<file path="config.mk">
export PLATFORM = sky130hd
export DESIGN_NAME = id3_inst_queue
export DESIGN_NICKNAME = d
export VERILOG_FILES = /design/src/rtl/id3_inst_queue.sv
export SDC_FILE = /design/constraint.sdc
export NUM_CORES = 1
export LEC_CHECK = 0
export CAP_MARGIN = 20
export CORE_MARGIN = 2
export CORE_UTILIZATION = 50
export DETAILED_ROUTE_END_ITERATION = 8
export GPL_TIMING_DRIVEN = 0
export PLACE_DENSITY = 0.74
export RECOVER_POWER = 50
export SLEW_MARGIN = 40
export SYNTH_ARGS = -nofsm -noshare
export SYNTH_HDL_FRONTEND = slang
export SYNTH_SLANG_ARGS = --single-unit
</file>
<file path="constraint.sdc">
create_clock -name clk -period 10.15 [get_ports clk]
set_clock_uncertainty 0.15 [all_clocks]
set_input_delay 1.5225 -clock clk [delete_from_list [all_inputs] [get_ports clk]]
set_output_delay 1.5225 -clock clk [all_outputs]
set_load 0.01 [all_outputs]
</file>
<file path="src/rtl/id3_inst_queue.sv">
// rtl/id3_inst_queue.sv - decode2-to-decode3 instruction FIFO with early stall and flush
module id3_inst_queue #(
    parameter int WIDTH  = 32,
    parameter int INST_W = 64,
    parameter int DEPTH  = 8,
    parameter int SKID   = 2
) (
    input  logic                       clk,
    input  logic                       rst,
    input  logic                       clk_en,
    input  logic                       flush_valid,
    input  logic                       in_valid,
    input  logic [WIDTH-1:0]           in_pc,
    input  logic [WIDTH-1:0]           in_pred_adr,
    input  logic [INST_W-1:0]          in_inst,
    output logic                       stall_out,
    output logic                       out_valid,
    input  logic                       out_ready,
    output logic [WIDTH-1:0]           out_pc,
    output logic [WIDTH-1:0]           out_pred_adr,
    output logic [INST_W-1:0]          out_inst,
    output logic [$clog2(DEPTH):0]     count,
    output logic                       overflow
);

    localparam int AW = $clog2(DEPTH);
    localparam int CW = AW + 1;
    localparam logic [CW-1:0] FULL_CNT  = CW'(DEPTH);
    localparam logic [CW-1:0] STALL_CNT = CW'(DEPTH - SKID);

    logic [WIDTH-1:0]  pc_mem   [DEPTH];
    logic [WIDTH-1:0]  pred_mem [DEPTH];
    logic [INST_W-1:0] inst_mem [DEPTH];

    logic [AW-1:0] rd_ptr;
    logic [AW-1:0] wr_ptr;
    logic [CW-1:0] count_next;
    logic          full;
    logic          push;
    logic          pop;
    logic          drop;

    assign full      = (count == FULL_CNT);
    assign out_valid = (count != '0);
    assign pop       = out_valid && out_ready;
    // A pop at full frees the slot in the same cycle, so the push still lands.
    assign push      = in_valid && (!full || pop);
    assign drop      = in_valid && full && !pop;

    always_comb begin
        count_next = count;
        case ({push, pop})
            2'b10:   count_next = count + CW'(1);
            2'b01:   count_next = count - CW'(1);
            default: count_next = count;
        endcase
    end

    always_ff @(posedge clk or negedge rst) begin
        if (!rst) begin
            rd_ptr    <= '0;
            wr_ptr    <= '0;
            count     <= '0;
            stall_out <= 1'b0;
            overflow  <= 1'b0;
        end else if (clk_en) begin
            if (flush_valid) begin
                rd_ptr    <= '0;
                wr_ptr    <= '0;
                count     <= '0;
                stall_out <= 1'b0;
                overflow  <= 1'b0;
            end else begin
                if (push) wr_ptr <= wr_ptr + AW'(1);
                if (pop)  rd_ptr <= rd_ptr + AW'(1);
                count     <= count_next;
                stall_out <= (count_next >= STALL_CNT);
                if (drop) overflow <= 1'b1;
            end
        end
    end

    always_ff @(posedge clk) begin
        if (clk_en && !flush_valid && push) begin
            pc_mem[wr_ptr]   <= in_pc;
            pred_mem[wr_ptr] <= in_pred_adr;
            inst_mem[wr_ptr] <= in_inst;
        end
    end

    assign out_pc       = out_valid ? pc_mem[rd_ptr]   : '0;
    assign out_pred_adr = out_valid ? pred_mem[rd_ptr] : '0;
    assign out_inst     = out_valid ? inst_mem[rd_ptr] : '0;

endmodule

</file>
Figure 1. Supply network (run 1).
Bar = 100 um. Pins as bars on the die edge.
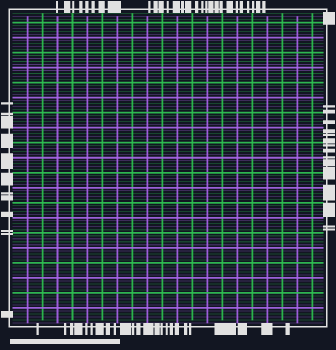
VDD -> green
VSS -> purple
met5 straps = 20
met4 straps = 20
met1 rails = 104
rows = 103

Figure 2. Cell classes on the final placement (run 1).
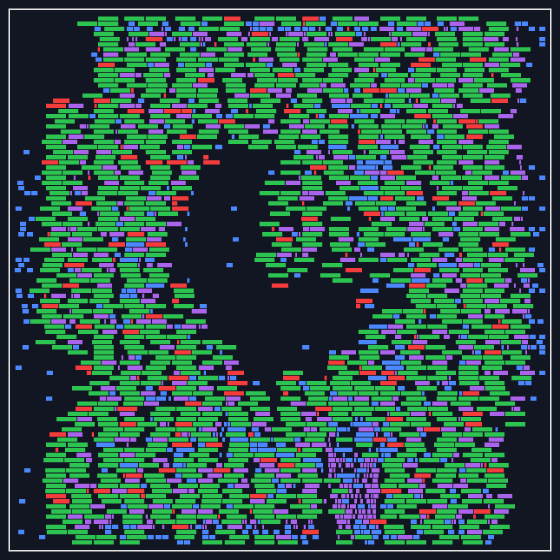
all other logic -> purple  # cells 605, share of their area 17%
flip-flops -> green  # cells 1036, share of their area 65%
other buffers and delay cells -> blue  # cells 457, share of their area 11%
clock drivers and dummy loads -> red  # cells 187, share of their area 7.0%
post-layout instance area: 48800 um2
sequential fraction of total cell area: 63.6%

Figure 3. Clock distribution (run 1).
Bar = 100 um.
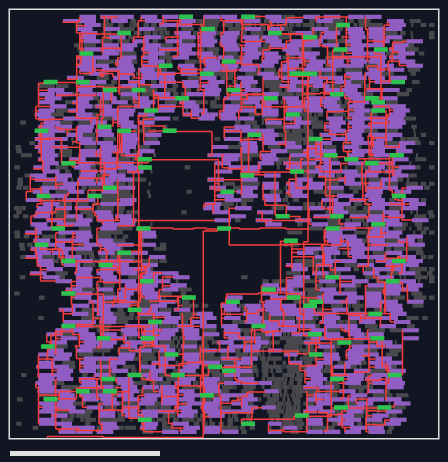
clock wires -> red  # length 11000 um
cells driving clock nets -> green  # count 101
flip-flops -> purple  # count 1036
routed clock nets = 102
clock group total power: 0.00371 W
Skew-Pair Late Insertion Delay: 670 ps
Clk pwr share: 30.5%

==> changes_impl.md, run 1 <==
### Changed

- Layout net count: 2338
- Flip-flops with a built-in enable: 1024
- Worst Setup EP: out_inst[37]
- Post-cts sizing count: 0
- Inverters, non-clock: 6
- Result of the run: finished with violations
- Most frequent standard cell in the layout excluding fill and tap cells: edfxtp_1
- Fraction of layout cells with a size suffix above 1: 24.9%
- Mux cell area share after synthesis: 17.8%
- HPWL Detailed: 58600 um
- Worst-path clk slew: 60 ps
- HP Class: reg -> reg
- Endpoint of the worst-slack reg-to-reg timing path: inst_mem[0][25]
- Power Dens Cells: 249 nW/um2
- Non-clock buffer total of the final layout: 457
- Share of the synthesized area in the top cell type: 77.3%
- Setup Crit Path Kind: reg -> out
- DRC violations left: 0
- Violated checks: capacitance limit, slew limit
- Number of routed nets with antenna violations: 0
- Count of TritonRoute iterations in the first routing pass: 5
- Total wire length after detailed routing: 88900 um
- Initial DRC count: 2002
- Logic area: 8110 um2
- Slew Limit Fails: 7
- Post-synthesis average cell area: 22.9 um2
- Max-Cap Viols: 1
- DIE AREA: 81900 um2
- Clock buffer count from CTS: 101
- # diodes: 15
- Simple-gate share of the synthesized area: 1.80%
- Asr flop ratio synth: 1.16%
==> run 1: per-stage QoR <==
step / instances / power (W) / setup WS (ps) / util (%) / instance area (um2)
floorplan: 1736 / 0.00708 / 1670 / - / 39800
global route: 3344 / 0.0127 / 4720 / 61.9 / 48800
finish: 3350 / 0.0122 / 4870 / 61.9 / 48800
global placement: 3052 / 0.00859 / -4850 / 55.5 / 43800
CTS: 3335 / 0.0124 / 4800 / 62.1 / 48900
detailed placement: 3148 / 0.00863 / 5050 / 57.9 / 45600
==> run 1: sequential cells by signal, indices dropped and copies added (netlist names) <==
| signal | flops |
|---|---|
| inst_mem | 512 |
| pc_mem | 256 |
| pred_mem | 256 |
| count | 4 |
| rd_ptr | 3 |
| wr_ptr | 3 |
| overflow | 1 |
| stall_out | 1 |
==> run 1: Yosys cell counts, types with 6 or more instances <==
cell       count
edfxtp_1    1024
mux4_2       256
nor2_1       139
mux2i_1      129
buf_2         40
buf_6         26
clkbuf_1      21
dfrtp_1       12
a21oi_1       10
nand2_1        8
buf_1          6
nand2b_1       6
o2bb2ai_1      6
==> run 1: where the power goes <==
| part | internal (W) | leakage (nW) | switching [W] |
|---|---|---|---|
| Clock | 0.00213 | 1.60 | 0.00158 |
| Sequential | 0.00478 | 9.39 | 0.0000273 |
| Combinational | 0.00181 | 4.31 | 0.00186 |
==> run 1: per-layer routing <==
layer	global-route usage (%)	part of all wire (%)	up-vias
li1	-	-	8236
met1	28.8	39	10200
met2	37.8	52	720
met3	4.42	6.6	158
met4	6.98	2.6	18
met5	0	0.14	-
==> run 1: critical path, stage by stage (launching register included) <==
cell,delay [ps]
dfrtp_1,390
buf_6,150
nor4_4,430
buf_2,570
buf_1,600
nor2_1,110
clkdlybuf4s50_1,670
Figure 4. The clock network (run 1).
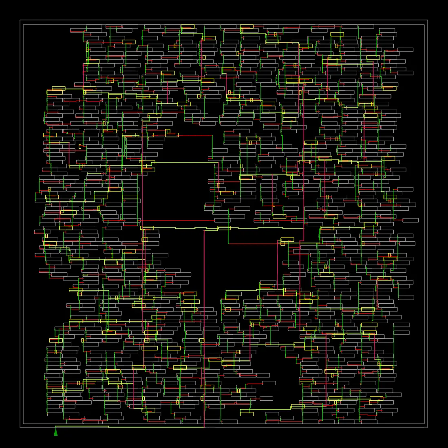

--- run 2 (diff from run 1) ---
==> constraint.sdc (replaced) <==
create_clock -name clk -period 4.4 [get_ports clk]
set_clock_uncertainty 0.15 [all_clocks]
set_input_delay 0.66 -clock clk [delete_from_list [all_inputs] [get_ports clk]]
set_output_delay 0.66 -clock clk [all_outputs]
set_load 0.01 [all_outputs]
Figure 5. The clock network (run 2).
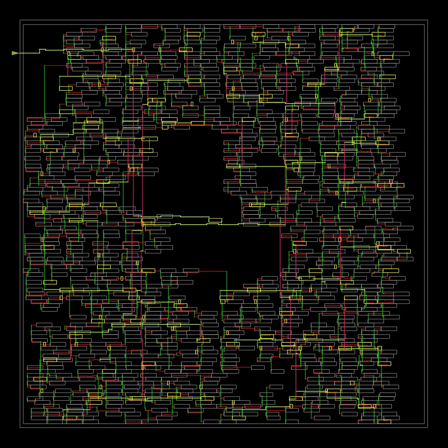
Skew-Pair Late Insertion Delay: 660 ps
clock group total power: 0.00831 W

Figure 6. Cell classes on the final placement (run 2).
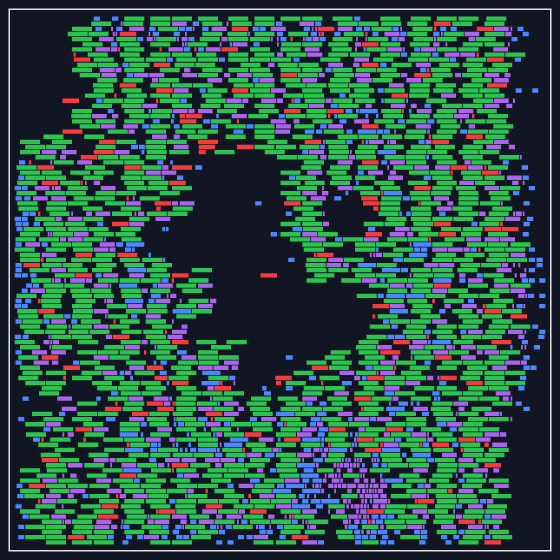
flip-flops -> green  # cells 1036, share of their area 65%
all other logic -> purple  # cells 605, share of their area 17%
clock drivers and dummy loads -> red  # cells 188, share of their area 6.7%
other buffers and delay cells -> blue  # cells 457, share of their area 11%

Figure 7. Signal wires by layer (run 2).
Bar = 100 um.
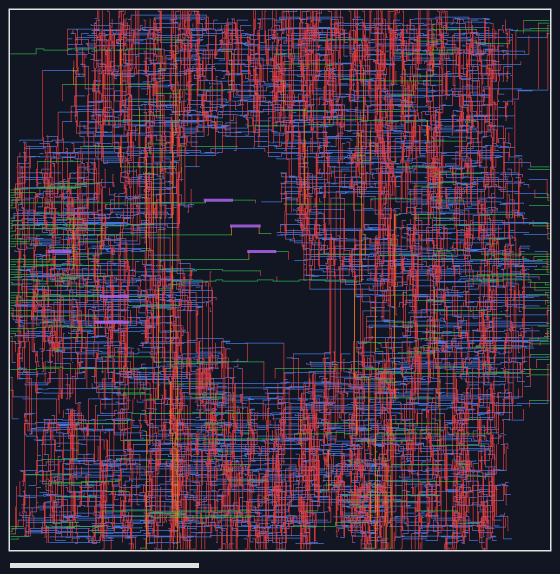
met4 -> orange  # wire length 1770 um
met1 -> blue  # wire length 35.0 mm
met5 -> purple  # wire length 83.7 um
met3 -> green  # wire length 5260 um
met2 -> red  # wire length 46.7 mm
overall global routing resource usage: 21.9%
WL per Instance: 26.5 um
total wire length after detailed routing: 88800 um
DR vias: 19400

==> run 2 against run 1 <==
Against the previous run: the flow finishes with violations (capacitance limit); design area is essentially flat; combinational power grew 130%; flip-flop count stayed put; die area is the same; synthesized cell count unchanged; setup slack worse by 4700 ps; worst hold slack worse by 200 ps; non-clock buffer count did not move; sequential share of layout area barely moved; global-route usage fell by 0.22 points; critical path depth stayed put; largest cell class unchanged; largest power group unchanged.
==> changes_impl.md, run 2 <==
### Changed

- Setup Slack @ Placement: 579 ps (-4470 ps)
- Clock buffer count from CTS: 102 (+0.99%)
- Largest Register: inst_mem
- Result of the run: finished with violations
- Combinational share of power: 30.4% (+0.3 points)
- Setup slack of the critical path after layout: 132 ps (-4740 ps)
- HP Class: in -> reg
- Instance area after placement: 45700 um2 (+0.18%)
- Detailed route wirelength on metal3: 5260 um (-11%)
- Met1 layer wirelength in the final routing: 35000 um (+1.2%)
- M2 GR Usage: 38.0% (+0.19 points)
- Count of TritonRoute iterations in the first routing pass: 5 (unchanged)
- Violated checks: capacitance limit
- Max-Cap Viols: 2 (+1)
- Power Dens Cells: 571 nW/um2 (+130%)
- Fraction of layout cells with a size suffix above 1: 25.1% (+0.12 points)
- Number of routed nets with antenna violations: 0 (unchanged)
- Setup Crit Path Kind: reg -> out
- Most frequent standard cell in the layout excluding fill and tap cells: edfxtp_1
- Leading registers by flop count: inst_mem: 512 flops, pc_mem: 256 flops, pred_mem: 256 flops
- Largest register FFs: 512 (unchanged)
- GR Util met1: 28.8% (about the same)
- Routed wl met2: 46700 um (+1.4%)
- Flip-flops with a built-in enable: 1024 (unchanged)
- Library cell with the highest instance count after synthesis: edfxtp_1
run 2: kinds of logic after synthesis:
logic type | Yosys count | share of synthesized area [%]
AND-OR/OR-AND | 39 | 0.682
XOR/XNOR | 1 | 0.0220
adder cells (fa/ha/maj) | 3 | 0.0943
buffers and inverters | 101 | 1.61
flip-flops | 1036 | 78.0
multiplexers | 386 | 17.8
AND/OR/NAND/NOR | 170 | 1.80
run 2: critical path, stage by stage, from the launching register on:
cell and delay (ps):
dfrtp_1 400, buf_6 150, nor4_4 420, buf_2 550
buf_1 570, nor2_1 160, clkdlybuf4s50_1 530
run 2: layout make-up:
type	instances	share of cell area [%]
Clock inverter	54	1.04
Timing Repair Buffer	362	9.07
Inverter	6	0.0462
Clock buffer	134	5.52
Sequential cell	1036	63.6
Buffer	95	1.33
Multi-Input combinational cell	599	16.6
Tap cell	1050	2.69
Antenna cell	9	0.0462
run 2: power groups by stage:
stage | clock, W | combinational, W | sequential [W]
after floorplan | 0 | 0.00503 | 0.0113
after CTS | 0.00846 | 0.00869 | 0.0111
after global routing | 0.00883 | 0.00903 | 0.0111
after detailed placement | 0 | 0.00863 | 0.0113
after global placement | 0 | 0.00847 | 0.0113
final | 0.00831 | 0.00849 | 0.0111
run 2: what timing repair did:
| item | in CTS | in global routing |
|---|---|---|
| hold buffers | 0 | 0 |
| endpoints found under the setup margin | 15 | 12 |
| resized | 4 | 4 |
run 2: worst paths after layout:
kind | endpoint | slack (ps) | depth (start not counted)
worst max-delay path | out_pc[23] | 130 | 6
worst min-delay path | rd_ptr[0] | 170 | 2
worst max register to register | inst_mem[1][6] | 560 | 10
worst min register to register | stall_out | 360 | 2
max in group asynchronous | wr_ptr[2] | 3460 | 1
min in group asynchronous | rd_ptr[0] | 270 | 1
Power is estimated from default activity; no workload was simulated.
